## config.mk

```make
export PLATFORM = sky130hd
export DESIGN_NAME = if_id_stage
export DESIGN_NICKNAME = d
export VERILOG_FILES = /design/src/rtl/if_id_stage_pkg.sv /design/src/rtl/pc_reg.sv /design/src/rtl/if_id_stage.sv
export SDC_FILE = /design/constraint.sdc
export NUM_CORES = 1
export LEC_CHECK = 0
export ABC_AREA = 1
export CAP_MARGIN = 20
export CORE_MARGIN = 5
export CORE_UTILIZATION = 42
export CTS_CLUSTER_DIAMETER = 150
export CTS_CLUSTER_SIZE = 14
export DETAILED_ROUTE_END_ITERATION = 16
export PLACE_DENSITY = 0.87
export SYNTH_ARGS = -nofsm -noshare
export SYNTH_HDL_FRONTEND = slang
export SYNTH_SLANG_ARGS = --single-unit
```

## constraint.sdc

```tcl
create_clock -name clk -period 1.4 [get_ports clk]
set_input_delay 0.21 -clock clk [delete_from_list [all_inputs] [get_ports clk]]
set_output_delay 0.21 -clock clk [all_outputs]
set_load 0.02 [all_outputs]
```

## src/rtl/if_id_stage_pkg.sv

```systemverilog
// -----------------------------------------------------------------------------
// if_id_stage_pkg
// Shared CPU definitions used by the fetch / IF-ID stage:
//   - datapath and register-address widths
//   - NOP instruction encoding
//   - source-register field positions inside a 16-bit instruction word
//   - fetch-stage FSM state encoding
//   - IF/ID pipeline register record and field-extraction helpers
// -----------------------------------------------------------------------------
package if_id_stage_pkg;

  localparam int unsigned XLEN   = 16;
  localparam int unsigned REG_AW = 4;

  // All-zero word is the architectural NOP.
  localparam logic [XLEN-1:0] NOP_INSTR = 16'h0000;

  // Source register fields: rn1 = instr[7:4], rn2 = instr[3:0].
  localparam int unsigned RN1_LSB = 4;
  localparam int unsigned RN2_LSB = 0;

  // Saturation ceiling of the stall counter.
  localparam logic [XLEN-1:0] STALL_CNT_MAX = 16'hFFFF;

  typedef enum logic [1:0] {
    S_RUN   = 2'd0,
    S_STALL = 2'd1,
    S_FLUSH = 2'd2
  } if_state_e;

  typedef struct packed {
    logic [XLEN-1:0] instr;
    logic [XLEN-1:0] pc;
    logic            valid;
  } if_id_t;

  function automatic logic [REG_AW-1:0] rn1_of(input logic [XLEN-1:0] instr);
    return instr[RN1_LSB +: REG_AW];
  endfunction

  function automatic logic [REG_AW-1:0] rn2_of(input logic [XLEN-1:0] instr);
    return instr[RN2_LSB +: REG_AW];
  endfunction

endpackage

```

## src/rtl/pc_reg.sv

```systemverilog
// -----------------------------------------------------------------------------
// pc_reg
// 16-bit program counter with load / increment / hold.
// Priority: load > inc > hold. Increment wraps 16'hFFFF -> 16'h0000.
// Ports:
//   clk, rst_n   : clock, asynchronous active-low reset (PC -> 0)
//   load         : load load_value on the next edge
//   load_value   : target address
//   inc          : advance PC by one word
//   pc           : current PC
// -----------------------------------------------------------------------------
module pc_reg
  import if_id_stage_pkg::*;
(
  input  logic            clk,
  input  logic            rst_n,
  input  logic            load,
  input  logic [XLEN-1:0] load_value,
  input  logic            inc,
  output logic [XLEN-1:0] pc
);

  logic [XLEN-1:0] pc_value_reg;
  logic [XLEN-1:0] pc_value_next;

  always_comb begin
    pc_value_next = pc_value_reg;
    if (load) begin
      pc_value_next = load_value;
    end else if (inc) begin
      // Natural modulo-2^16 wrap of the adder.
      pc_value_next = pc_value_reg + 16'd1;
    end
  end

  always_ff @(posedge clk or negedge rst_n) begin
    if (!rst_n) begin
      pc_value_reg <= '0;
    end else begin
      pc_value_reg <= pc_value_next;
    end
  end

  assign pc = pc_value_reg;

endmodule

```

## src/rtl/if_id_stage.sv

```systemverilog
// -----------------------------------------------------------------------------
// if_id_stage
// Instruction fetch PC plus the IF/ID pipeline register, steered by the
// hazard unit (stall) and by branch resolution in EX (flush).
// Ports:
//   clk, rst_n        : clock, asynchronous active-low reset
//   pc_write          : 1 = advance PC, 0 = hold PC (stall)
//   IFIDWrite, EnIW   : IF/ID loads only when both are 1
//   ST                : hazard stall flag, forces an ID/EX bubble
//   flush             : taken branch/jump, redirect PC and squash IF/ID
//   branch_target     : redirect address used when flush = 1
//   instr_in          : instruction memory data for pc_out (combinational)
//   pc_out            : current fetch address
//   if_id_instr/pc    : latched instruction and its address
//   if_id_valid       : latched instruction is real (not squashed)
//   if_id_rn1/rn2     : source register fields of the latched instruction
//   idex_bubble       : zero the ID/EX control word this cycle
//   stall_cnt         : saturating count of stall cycles
// -----------------------------------------------------------------------------
module if_id_stage
  import if_id_stage_pkg::*;
(
  input  logic              clk,
  input  logic              rst_n,
  input  logic              pc_write,
  input  logic              IFIDWrite,
  input  logic              ST,
  input  logic              EnIW,
  input  logic              flush,
  input  logic [XLEN-1:0]   branch_target,
  input  logic [XLEN-1:0]   instr_in,
  output logic [XLEN-1:0]   pc_out,
  output logic [XLEN-1:0]   if_id_instr,
  output logic [XLEN-1:0]   if_id_pc,
  output logic              if_id_valid,
  output logic [REG_AW-1:0] if_id_rn1,
  output logic [REG_AW-1:0] if_id_rn2,
  output logic              idex_bubble,
  output logic [XLEN-1:0]   stall_cnt
);

  // ---------------------------------------------------------------------------
  // Program counter: flush redirect beats stall/advance.
  // ---------------------------------------------------------------------------
  pc_reg u_pc_reg (
    .clk        (clk),
    .rst_n      (rst_n),
    .load       (flush),
    .load_value (branch_target),
    .inc        (pc_write),
    .pc         (pc_out)
  );

  // ---------------------------------------------------------------------------
  // Fetch FSM. FLUSH lasts one cycle unless flush is held; a flush arriving
  // together with a stall request is treated purely as a flush.
  // ---------------------------------------------------------------------------
  if_state_e state_reg;
  if_state_e state_next;

  always_comb begin
    state_next = S_RUN;
    if (flush) begin
      state_next = S_FLUSH;
    end else if (!pc_write) begin
      state_next = S_STALL;
    end
  end

  always_ff @(posedge clk or negedge rst_n) begin
    if (!rst_n) begin
      state_reg <= S_RUN;
    end else begin
      state_reg <= state_next;
    end
  end

  // ---------------------------------------------------------------------------
  // Stall counter: counts edges that enter (or remain in) STALL, saturating.
  // ---------------------------------------------------------------------------
  logic [XLEN-1:0] stall_cnt_reg;
  logic [XLEN-1:0] stall_cnt_next;

  always_comb begin
    stall_cnt_next = stall_cnt_reg;
    if ((state_next == S_STALL) && (stall_cnt_reg != STALL_CNT_MAX)) begin
      stall_cnt_next = stall_cnt_reg + 16'd1;
    end
  end

  always_ff @(posedge clk or negedge rst_n) begin
    if (!rst_n) begin
      stall_cnt_reg <= '0;
    end else begin
      stall_cnt_reg <= stall_cnt_next;
    end
  end

  assign stall_cnt = stall_cnt_reg;

  // ---------------------------------------------------------------------------
  // IF/ID register. On flush only instr/valid are squashed; the PC field keeps
  // its old value since nothing downstream consumes it for an invalid slot.
  // ---------------------------------------------------------------------------
  if_id_t if_id_reg;
  if_id_t if_id_next;

  always_comb begin
    if_id_next = if_id_reg;
    if (flush) begin
      if_id_next.instr = NOP_INSTR;
      if_id_next.valid = 1'b0;
    end else if (IFIDWrite && EnIW) begin
      if_id_next.instr = instr_in;
      if_id_next.pc    = pc_out;
      if_id_next.valid = 1'b1;
    end
  end

  always_ff @(posedge clk or negedge rst_n) begin
    if (!rst_n) begin
      if_id_reg.instr <= NOP_INSTR;
      if_id_reg.pc    <= '0;
      if_id_reg.valid <= 1'b0;
    end else begin
      if_id_reg <= if_id_next;
    end
  end

  assign if_id_instr = if_id_reg.instr;
  assign if_id_pc    = if_id_reg.pc;
  assign if_id_valid = if_id_reg.valid;
  assign if_id_rn1   = rn1_of(if_id_reg.instr);
  assign if_id_rn2   = rn2_of(if_id_reg.instr);

  // Bubble whenever the hazard unit stalls, the slot is empty, or a flush has
  // just squashed the pipeline.
  assign idex_bubble = ST || !if_id_reg.valid || (state_reg == S_FLUSH);

endmodule

```

Fig. 1: the clock network
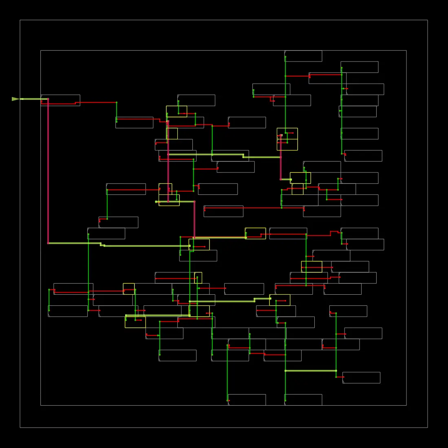
worst-case clock skew: 0.00818 ns
# clock sinks: 67
Latency at later pin: 0.35 ns
clock group total power: 1.52 mW
flop count: 67

Fig. 2: port wiring
(4 px per um)
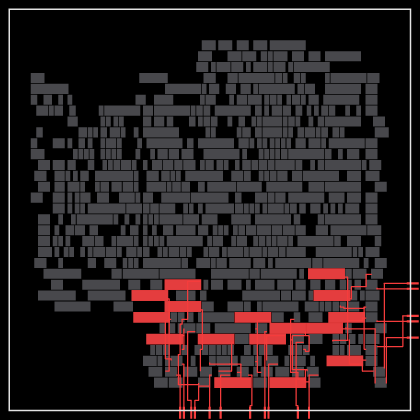
color	port	bits	direction	edge	end cells	wire
red	`if_id_instr`	16	output	11 south, 5 east	16	506 um

Fig. 3: placed cells, one color a class
(4 px per um) Fill, decap, tap and diode cells in gray.
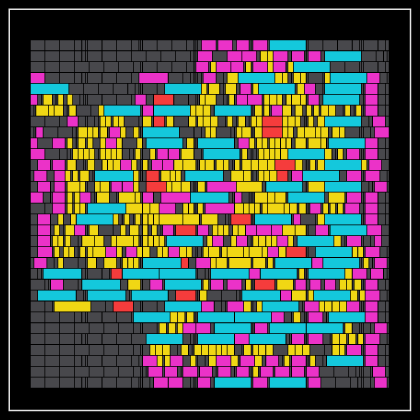
color	class	cells
yellow	all other logic	338
cyan	flops	67
magenta	other buffers and delay cells	160
red	clock drivers and dummy loads	16

Fig. 4: met2 routing
(4 px per um)
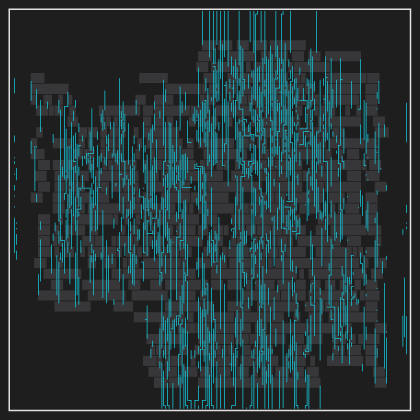
nets with wire on the layer	525
wire length on this layer	4920 um
longest straight run	33.0 um
main direction	vertical
share of all routed wire	49%

[kinds of logic (layout without fill, tap and decap cells)]
family | after synthesis | after routing | share of synthesized area
AOI/OAI and AO/OA | 60 | 60 | 0.0990
and+or+nand+nor | 212 | 213 | 0.271
DFF | 67 | 67 | 0.493
xor gates and xnor gates | 13 | 13 | 0.0335
buffers and inverters | 68 | 224 | 0.0891
muxes | 2 | 2 | 0.00663
adders and majority gates | 2 | 2 | 0.00736
[cells in the final DEF (no fill, tap or decap), drive strengths merged]
| cell type | Yosys | routed |
|---|---|---|
| a21oi | 3 | 3 |
| a22oi | 8 | 8 |
| buf | 12 | 51 |
| clkbuf | 8 | 13 |
| clkdlybuf4s15 | 0 | 6 |
| clkdlybuf4s50 | 0 | 37 |
| clkinv | 1 | 2 |
| clkinvlp | 0 | 3 |
| dfrtp | 67 | 67 |
| dlygate4sd2 | 0 | 63 |
| dlygate4sd3 | 0 | 1 |
| ha | 2 | 2 |
| inv | 47 | 48 |
| mux2 | 2 | 2 |
| nand2 | 128 | 128 |
| nand3 | 40 | 40 |
| nand4 | 9 | 9 |
| nor2 | 35 | 36 |
| o211ai | 2 | 2 |
| o21ai | 47 | 47 |
| xnor2 | 5 | 5 |
| xor2 | 8 | 8 |
[metal layers]
metal	wire length [um]	part of all wire
met1	4130	0.41
met3	820	0.082
met5	0	0
met2	4920	0.49
met4	177	0.018
[repair_timing]
| item | 4_1_cts | 5_1_grt |
|---|---|---|
| hold endpoints to repair | 9 | 0 |
| endpoints found under the setup margin | 81 | 34 |
| hold buffers | 1 | 0 |
| resized | 84 | 41 |
| setup buffers | 2 | 5 |
| gates cloned | 1 | 0 |
| pin swaps | 2 | 9 |
==> out/metrics.yaml <==
run_status:
  status: "completed"
drt:
  drt_wl_total_mm: 10.1
  ant_nets: 0
  firstDrtPassIters: 5
  wire_per_inst_um: 14.7
logic_synthesis:
  synth_cells: 424
  synth_stat.cells: 424
  edf_count: 0
  ys_ff: 67
  top_cells_by_count: "126 x nand2_1, 67 x dfrtp_1, 45 x inv_1, 43 x o21ai_0, 39 x nand3_1"
  syn_area_per_cell_um2: 8.01
  yosysUniqueCellTypes: 26
final_timing:
  hold_viol_final: 0
  rsz0062_at_grt: "true"
  period_minus_slack_ns: 1.36
  hold_slack_ns: 0.277
power_and_ir_drop:
  p_switching_mw: 1.89
  seq-power_mw: 2.41
critical_path:
  critPathTopFamily: "flip-flops"
  setup.worst_path.start: "stall_cnt[15]$_DFFE_PN0P_"
  crit_path_end: "stall_cnt[15]"
  cp_num_cells: 1
job:
  warnings: 28
  cap_violations: 0
finish:
  dominant_cells: "registers"
  syn2layout_area_growth_pct: 50.8
  inverters: 48
  drive_above_1_share: 0.201
  stdcell_area_um2: 5120
  fin_cells: 683
global_route:
  grt_pass1_wl_mm: 16.2
  overflow: 0
  antenna_found_initial: 0
  grt_max_degree: 49
floorplan:
  row_count: 32
  die.size.y_um: 100
clock_network:
  cts_max_level: 3
No activity file was given, so power comes from the tool's default toggle rates.
